**config.mk**
```make
export PLATFORM = sky130hd
export DESIGN_NAME = alu_op_sequencer
export DESIGN_NICKNAME = d
export VERILOG_FILES = /design/src/rtl/alu_op_sequencer.sv
export SDC_FILE = /design/constraint.sdc
export NUM_CORES = 1
export LEC_CHECK = 0
export ABC_CLOCK_PERIOD_IN_PS = 2500
export CORE_MARGIN = 5
export CORE_UTILIZATION = 35
export CTS_BUF_LIST = sky130_fd_sc_hd__clkbuf_8
export DETAILED_ROUTE_END_ITERATION = 6
export PLACE_DENSITY_LB_ADDON = 0.12
export SLEW_MARGIN = 25
export SYNTH_ARGS = -nofsm -noshare
export SYNTH_HDL_FRONTEND = slang
export SYNTH_SLANG_ARGS = --single-unit
```
**constraint.sdc**
```tcl
create_clock -name clk -period 2.5 [get_ports clk]
set_input_delay 0.25 -clock clk [delete_from_list [all_inputs] [get_ports clk]]
set_output_delay 0.25 -clock clk [all_outputs]
set_load 0.01 [all_outputs]
```
**src/rtl/alu_op_sequencer.sv**
```systemverilog
// alu_op_sequencer: multi-cycle sequencer for CHIP-8 8XYN ALU opcodes.
// It reads VX and VY through a single synchronous register-file read port,
// drives an external combinational ALU, and writes back VX and then VF.
// Optional build macro: CHIP8_VF_RESET_EN. When defined, OR/AND/XOR also
// clear VF (COSMAC behaviour).
module alu_op_sequencer (
  input  logic        clk,
  input  logic        rst,
  input  logic        start,
  input  logic [15:0] opcode,
  output logic        ready,
  output logic        done,
  output logic        illegal,
  output logic [3:0]  rf_raddr,
  input  logic [7:0]  rf_rdata,
  output logic        rf_we,
  output logic [3:0]  rf_waddr,
  output logic [7:0]  rf_wdata,
  output logic [7:0]  alu_x,
  output logic [7:0]  alu_y,
  output logic [2:0]  alu_op,
  input  logic [7:0]  alu_out,
  input  logic        alu_carry
);

  typedef enum logic [3:0] {
    S_IDLE,
    S_ERR,
    S_RD_X,
    S_RD_Y,
    S_LAT_Y,
    S_EXEC,
    S_WB_X,
    S_WB_F,
    S_DONE
  } state_t;

  state_t     state;
  logic [3:0] x_q;
  logic [3:0] y_q;
  logic [2:0] op_q;
  logic       swap_q;
  logic       wrf_q;
  logic [7:0] op_a;
  logic       flg;

  logic       dec_legal;
  logic [2:0] dec_op;
  logic       dec_swap;
  logic       dec_wrf;
  logic       flag_calc;

`ifdef CHIP8_VF_RESET_EN
  localparam logic LOGIC_WRF = 1'b1;
`else
  localparam logic LOGIC_WRF = 1'b0;
`endif

  // Decode the incoming opcode: legality, ALU op, operand swap, flag write.
  always_comb begin
    dec_legal = 1'b0;
    dec_op    = 3'd0;
    dec_swap  = 1'b0;
    dec_wrf   = 1'b0;
    if (opcode[15:12] == 4'h8) begin
      case (opcode[3:0])
        4'h0: begin dec_legal = 1'b1; dec_op = 3'd0; end
        4'h1: begin dec_legal = 1'b1; dec_op = 3'd1; dec_wrf = LOGIC_WRF; end
        4'h2: begin dec_legal = 1'b1; dec_op = 3'd2; dec_wrf = LOGIC_WRF; end
        4'h3: begin dec_legal = 1'b1; dec_op = 3'd3; dec_wrf = LOGIC_WRF; end
        4'h4: begin dec_legal = 1'b1; dec_op = 3'd4; dec_wrf = 1'b1; end
        4'h5: begin dec_legal = 1'b1; dec_op = 3'd5; dec_wrf = 1'b1; end
        4'h6: begin dec_legal = 1'b1; dec_op = 3'd6; dec_wrf = 1'b1; end
        4'h7: begin dec_legal = 1'b1; dec_op = 3'd5; dec_wrf = 1'b1; dec_swap = 1'b1; end
        4'hE: begin dec_legal = 1'b1; dec_op = 3'd7; dec_wrf = 1'b1; end
        default: dec_legal = 1'b0;
      endcase
    end
  end

  // Flag for the op in EXEC; alu_x is always the minuend for SUB/SUBN.
  always_comb begin
    flag_calc = 1'b0;
    case (op_q)
      3'd4, 3'd6, 3'd7: flag_calc = alu_carry;
      3'd5:             flag_calc = (alu_x >= alu_y);
      default:          flag_calc = 1'b0;
    endcase
  end

  // Sequencer FSM; every output is registered and computed for the next state.
  always_ff @(posedge clk) begin
    if (rst) begin
      state    <= S_IDLE;
      ready    <= 1'b1;
      done     <= 1'b0;
      illegal  <= 1'b0;
      rf_raddr <= '0;
      rf_we    <= 1'b0;
      rf_waddr <= '0;
      rf_wdata <= '0;
      alu_x    <= '0;
      alu_y    <= '0;
      alu_op   <= '0;
      x_q      <= '0;
      y_q      <= '0;
      op_q     <= '0;
      swap_q   <= 1'b0;
      wrf_q    <= 1'b0;
      op_a     <= '0;
      flg      <= 1'b0;
    end else begin
      ready    <= 1'b0;
      done     <= 1'b0;
      illegal  <= 1'b0;
      rf_raddr <= '0;
      rf_we    <= 1'b0;
      rf_waddr <= '0;
      rf_wdata <= '0;
      alu_x    <= '0;
      alu_y    <= '0;
      alu_op   <= '0;
      case (state)
        S_IDLE: begin
          if (start) begin
            x_q    <= opcode[11:8];
            y_q    <= opcode[7:4];
            op_q   <= dec_op;
            swap_q <= dec_swap;
            wrf_q  <= dec_wrf;
            if (dec_legal) begin
              state    <= S_RD_X;
              rf_raddr <= opcode[11:8];
            end else begin
              state   <= S_ERR;
              illegal <= 1'b1;
            end
          end else begin
            ready <= 1'b1;
          end
        end
        S_ERR: begin
          state <= S_IDLE;
          ready <= 1'b1;
        end
        S_RD_X: begin
          state    <= S_RD_Y;
          rf_raddr <= y_q;
        end
        S_RD_Y: begin
          state <= S_LAT_Y;
          op_a  <= rf_rdata;
        end
        // VY arrives here and is loaded straight into the ALU operand
        // registers, which serve as opB.
        S_LAT_Y: begin
          state  <= S_EXEC;
          alu_x  <= swap_q ? rf_rdata : op_a;
          alu_y  <= swap_q ? op_a : rf_rdata;
          alu_op <= op_q;
        end
        S_EXEC: begin
          state    <= S_WB_X;
          flg      <= flag_calc;
          rf_we    <= 1'b1;
          rf_waddr <= x_q;
          rf_wdata <= alu_out;
        end
        S_WB_X: begin
          if (wrf_q) begin
            state    <= S_WB_F;
            rf_we    <= 1'b1;
            rf_waddr <= 4'hF;
            rf_wdata <= {7'b0, flg};
          end else begin
            state <= S_DONE;
            done  <= 1'b1;
          end
        end
        S_WB_F: begin
          state <= S_DONE;
          done  <= 1'b1;
        end
        S_DONE: begin
          state <= S_IDLE;
          ready <= 1'b1;
        end
        default: begin
          state <= S_IDLE;
          ready <= 1'b1;
        end
      endcase
    end
  end

endmodule

```
Run 1, signal wires on met1:
Scale bar: 20 um. Supply wires on this layer in gray.
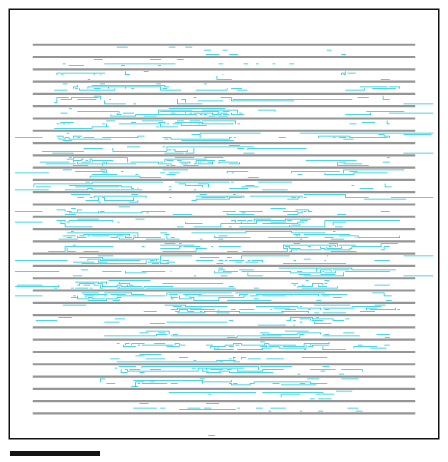
longest straight run	29.4 um
main direction	horizontal

Run 1, the metal 2 layer:
Cells faint in the background.
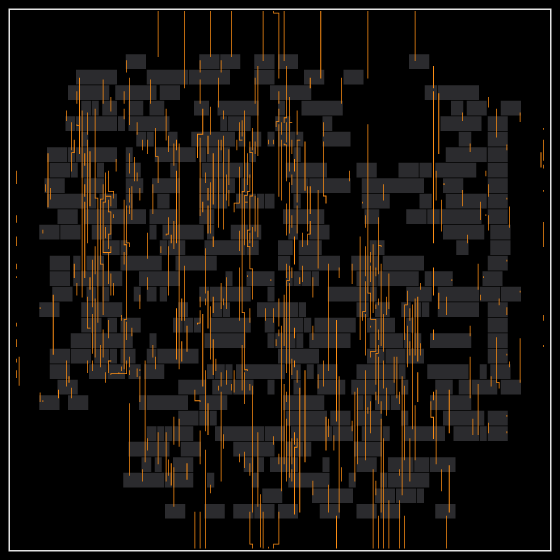
nets with wire on the layer	295
wire length on this layer	2420 um
share of all routed wire	41%
main direction	vertical
longest straight run	39.4 um

==> out/metrics.cfg, run 1 <==
[run_status]
outcome = completed

[final_layout]
synthToLayoutAreaGrowth_pct = 39.44
most-common-layout-cells = clkdlybuf4s50_1 (74), dfxtp_1 (65), nand2_1 (42)
flops = 65
logic_area_mm2 = 0.001097
lay_top_count = clkdlybuf4s50_1
share_of_final_layout_cell_area_taken_by_non_clock_buffers_pct = 21.57
flop_area_mm2 = 0.001301
combAreaFraction_pct = 31.32
numnets_final = 389
final-clk-cell-share_pct = 5.036

[critical_path]
cpMaxStageDelayCell = or4b_1
critical_path.startpoint_type = flop
path_cells = or2_4 > or4b_1 > nor2_1
worst_ep_required_time_ps = 2760

[synth]
count_of_distinct_cell_types_in_the_synthesized_netlist = 42
postSynth.asyncResetShare_pct = 0
mux_area_share_pct = 7.221
synth-warning-count = 0
top_cell_area_share_pct = 51.79
edf_count = 0
ys_sh_aoi_pct = 11.80
yosys.area_share.adder_pct = 3.984

[global_routing]
grt.total_usage_pct = 14.52
m1_gr_usage_pct = 20.66

[timing]
worst_clock_skew_ps = 9.526
final-max-slew-violation-count = 0
holdWs_ps = 455.3
post-route-min-period_ps = 1823
final_worst_setup_slack_ps = 676.6

[place]
preCtsSetupSlack_ps = 456.7
portBuffers = 74
placed_instances = 430

[detailed_routing]
number_of_design_rule_violations_left_after_detail_routing = 0
postRouteAntennaNets = 0
highest_layer = met4
dr.pass1.iters = 4

[clocking]
cts_max_path_buffers = 2
tritoncts.num_buffers = 9

[floorplan]
tap_cells = 96

[job]
stage_log_warnings = 26

Run 1, metal 3:
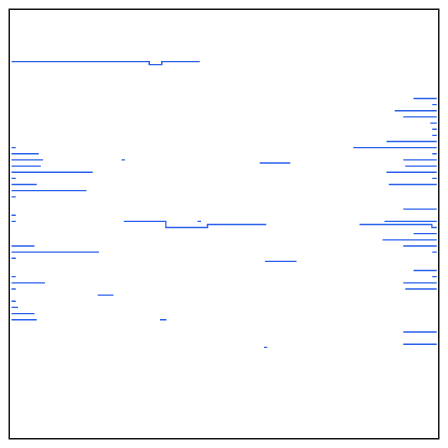
nets with wire on the layer	52
main direction	horizontal
share of all routed wire	6.5%
longest straight run	30.4 um
wire length on this layer	384 um

run 1: final timing paths:
kind	start	end	slack (ps)	cells after the start
worst min-delay path	x_q[0]$_SDFFE_PP0P_	x_q[0]$_SDFFE_PP0P_	460	2
worst min register to register	x_q[0]$_SDFFE_PP0P_	x_q[0]$_SDFFE_PP0P_	460	2
worst max register to register	state[3]$_SDFFE_PP0P_	alu_x[3]$_SDFF_PP0_	680	3
worst max-delay path	state[3]$_SDFFE_PP0P_	alu_x[3]$_SDFF_PP0_	680	3
run 1: report_power, final:
part	internal, mW	leakage (nW)	switching, mW
logic	0.0725	0.590	0.0550
clock network	0.442	0.101	0.375
registers	1.05	0.525	0.00826
total	1.56	1.22	0.438
Run 1, track usage over the die:
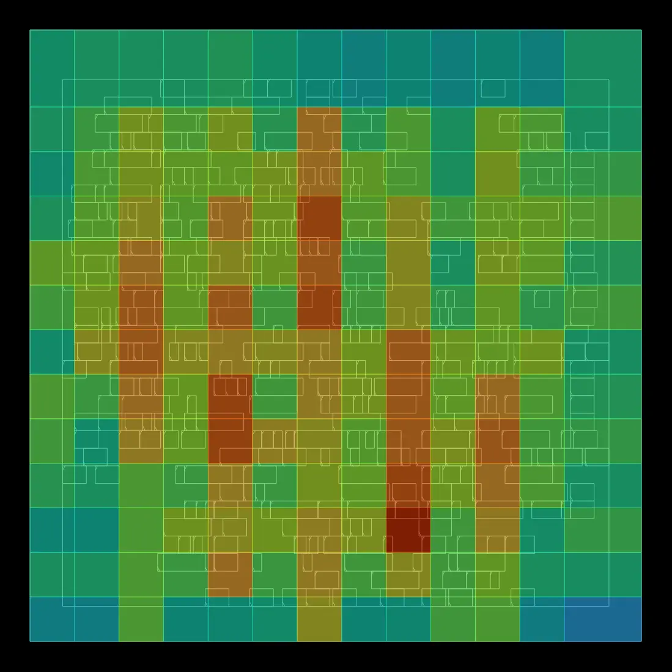

==> inputs of run 2 (changes only) <==
--- a/config.mk
+++ b/config.mk
@@ -5,7 +5,7 @@
 export SDC_FILE = /design/constraint.sdc
 export NUM_CORES = 1
 export LEC_CHECK = 0
-export ABC_CLOCK_PERIOD_IN_PS = 2500
+export ABC_CLOCK_PERIOD_IN_PS = 1750
 export CORE_MARGIN = 5
 export CORE_UTILIZATION = 35
 export CTS_BUF_LIST = sky130_fd_sc_hd__clkbuf_8
==> constraint.sdc (replaced) <==
create_clock -name clk -period 1.75 [get_ports clk]
set_input_delay 0.175 -clock clk [delete_from_list [all_inputs] [get_ports clk]]
set_output_delay 0.175 -clock clk [all_outputs]
set_load 0.01 [all_outputs]
Run 2, track usage over the die:
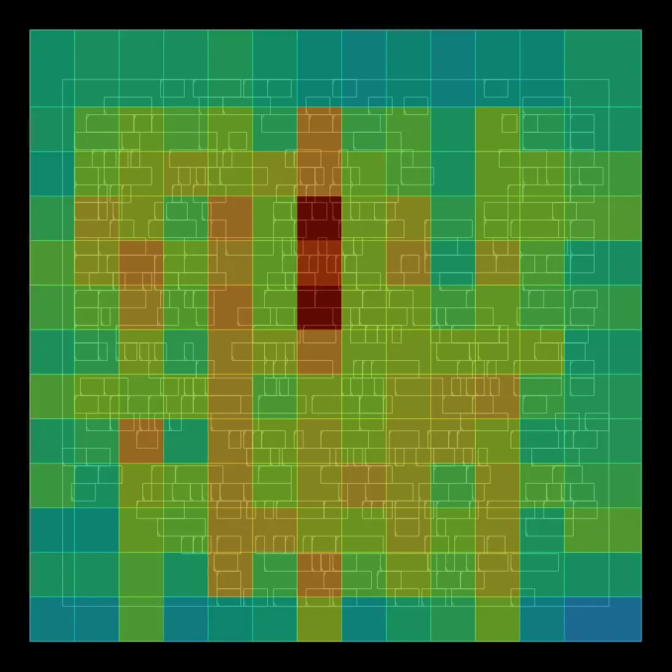
busiest metal layer after global routing: met2
M1 GR Usage: 19.31%
met3 GRT Util: 5.896%

Run 2, signal wires on met1:
Scale bar: 20 um. Supply wires on this layer in gray.
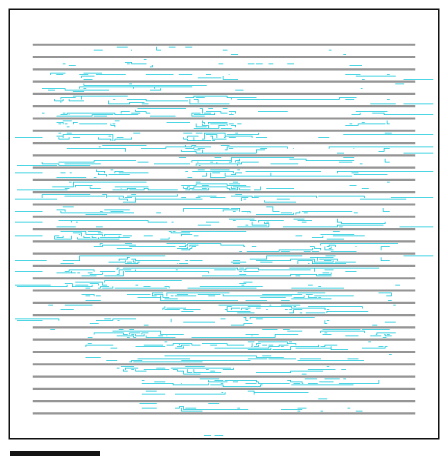
main direction	horizontal
share of all routed wire	52%

Run 2, routed metal per tile:
19 x 19 tiles, from dark blue (low) to red (high), scaled to the fullest tile. Values are wire area over tile area, all layers added.
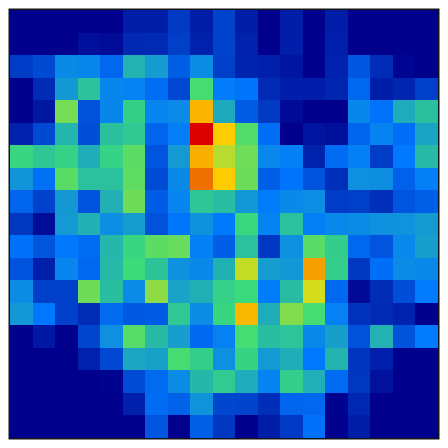
nearly empty tiles	18%
mean over tiles	0.10
densest ninth of the die	center
tiles over half the peak	8.3%

==> out/metrics.cfg, run 2 <==
[run_status]
outcome = completed  ; unchanged

[synth]
yosys.area_share.adder_pct = 3.984  ; unchanged
mux_area_share_pct = 7.221  ; unchanged
synth-warning-count = 0  ; unchanged
ys_sh_aoi_pct = 11.80  ; unchanged
top_cell_area_share_pct = 51.79  ; unchanged
count_of_distinct_cell_types_in_the_synthesized_netlist = 42  ; unchanged
postSynth.asyncResetShare_pct = 0  ; unchanged
edf_count = 0  ; unchanged

[detailed_routing]
dr.pass1.iters = 6  ; was 4
highest_layer = met4  ; unchanged
postRouteAntennaNets = 0  ; unchanged
number_of_design_rule_violations_left_after_detail_routing = 0  ; unchanged
detailroute.wirelength.met2_mm = 2.354  ; was 2.416 mm

[power_and_ir_drop]
power_top_consumer = registers  ; unchanged
clock_net_power_mw = 1.33  ; was 0.817 mW
switching_share_pct = 20.28  ; was 21.90%
combPwrFrac_pct = 6.2  ; was 6.4%
seq_group_mw = 1.51  ; was 1.06 mW
power.share.sequential_pct = 49.9  ; was 52.8%
internal-power_mw = 2.409  ; was 1.563 mW

[timing]
holdWs_ps = 390.4  ; was 455.3 ps
final_worst_setup_slack_ps = 121.7  ; was 676.6 ps
post-route-min-period_ps = 1628  ; was 1823 ps
worst_clock_skew_ps = 4.478  ; was 9.526 ps
final-max-slew-violation-count = 0  ; unchanged

[critical_path]
timing.reg2reg.setup_slack_ps = 120  ; was 680 ps
critical_path_cell_count = 6  ; was 3
path_cells = inv_1 > ha_1 > nand2b_1 > a2111oi_0 > o211a_1 > a211oi_1  ; was or2_4 > or4b_1 > nor2_1
crit-reg2reg-launch = alu_x[0]$_SDFF_PP0_  ; was state[3]$_SDFFE_PP0P_
critical_path.startpoint_type = flop  ; unchanged
worst_ep_required_time_ps = 1960  ; was 2760 ps
rr_worst_depth = 6  ; was 3
reg2reg_to = flg$_SDFFE_PP0P_  ; was alu_x[3]$_SDFF_PP0_
cpMaxStageDelayCell = a2111oi_0  ; was or4b_1

[global_routing]
grt.total_usage_pct = 14.29  ; was 14.52%

[job]
stage_log_warnings = 26  ; unchanged

[min_path]
whs_endpoint = y_q[2]$_SDFFE_PP0P_  ; was x_q[0]$_SDFFE_PP0P_
hold_depth = 3  ; was 2
hold_path.startpoint = opcode[6]  ; was x_q[0]$_SDFFE_PP0P_

[final_layout]
lay_top_count = clkdlybuf4s50_1  ; unchanged
most-common-layout-cells = clkdlybuf4s50_1 (74), dfxtp_1 (65), nand2_1 (42)  ; unchanged
numnets_final = 397  ; was 389

[clocking]
clk_root_buffer_cell = clkbuf_8  ; unchanged
cts_max_path_buffers = 2  ; unchanged

[place]
preCtsSetupSlack_ps = -38.06  ; was 456.7 ps

-- run 2: cell count changes in the layout (fill, tap and decap cells not counted) --
| cell | change |
|---|---|
| buf_4 | +8 |
| clkbuf_8 | +4 |
| clkinv_2 | -2 |
| inv_1 | -2 |
-- run 2: final cells by class --
class / instances / area (um^2)
fill: 673 / 3306
inverter: 14 / 52.55
clock inverter: 2 / 35.03
tap: 96 / 120.1
multi-input combinational: 179 / 1097
sequential: 65 / 1301
timing repair buffer: 84 / 815.8
clock buffer: 13 / 178.9
-- run 2: cells by family after synthesis --
family	Yosys count
simple gates	107
flops	65
compound gates	46
buf+inv	26
mux	18
fa+ha+maj	8
-- run 2: tightest hold or removal path, delay by kind of cell --
kind                   cells  cell delay (ps)
AND-OR/OR-AND              1               50
buffers and inverters      1              390
AND/OR/NAND/NOR            1               50
Power and IR drop assume default switching activity.
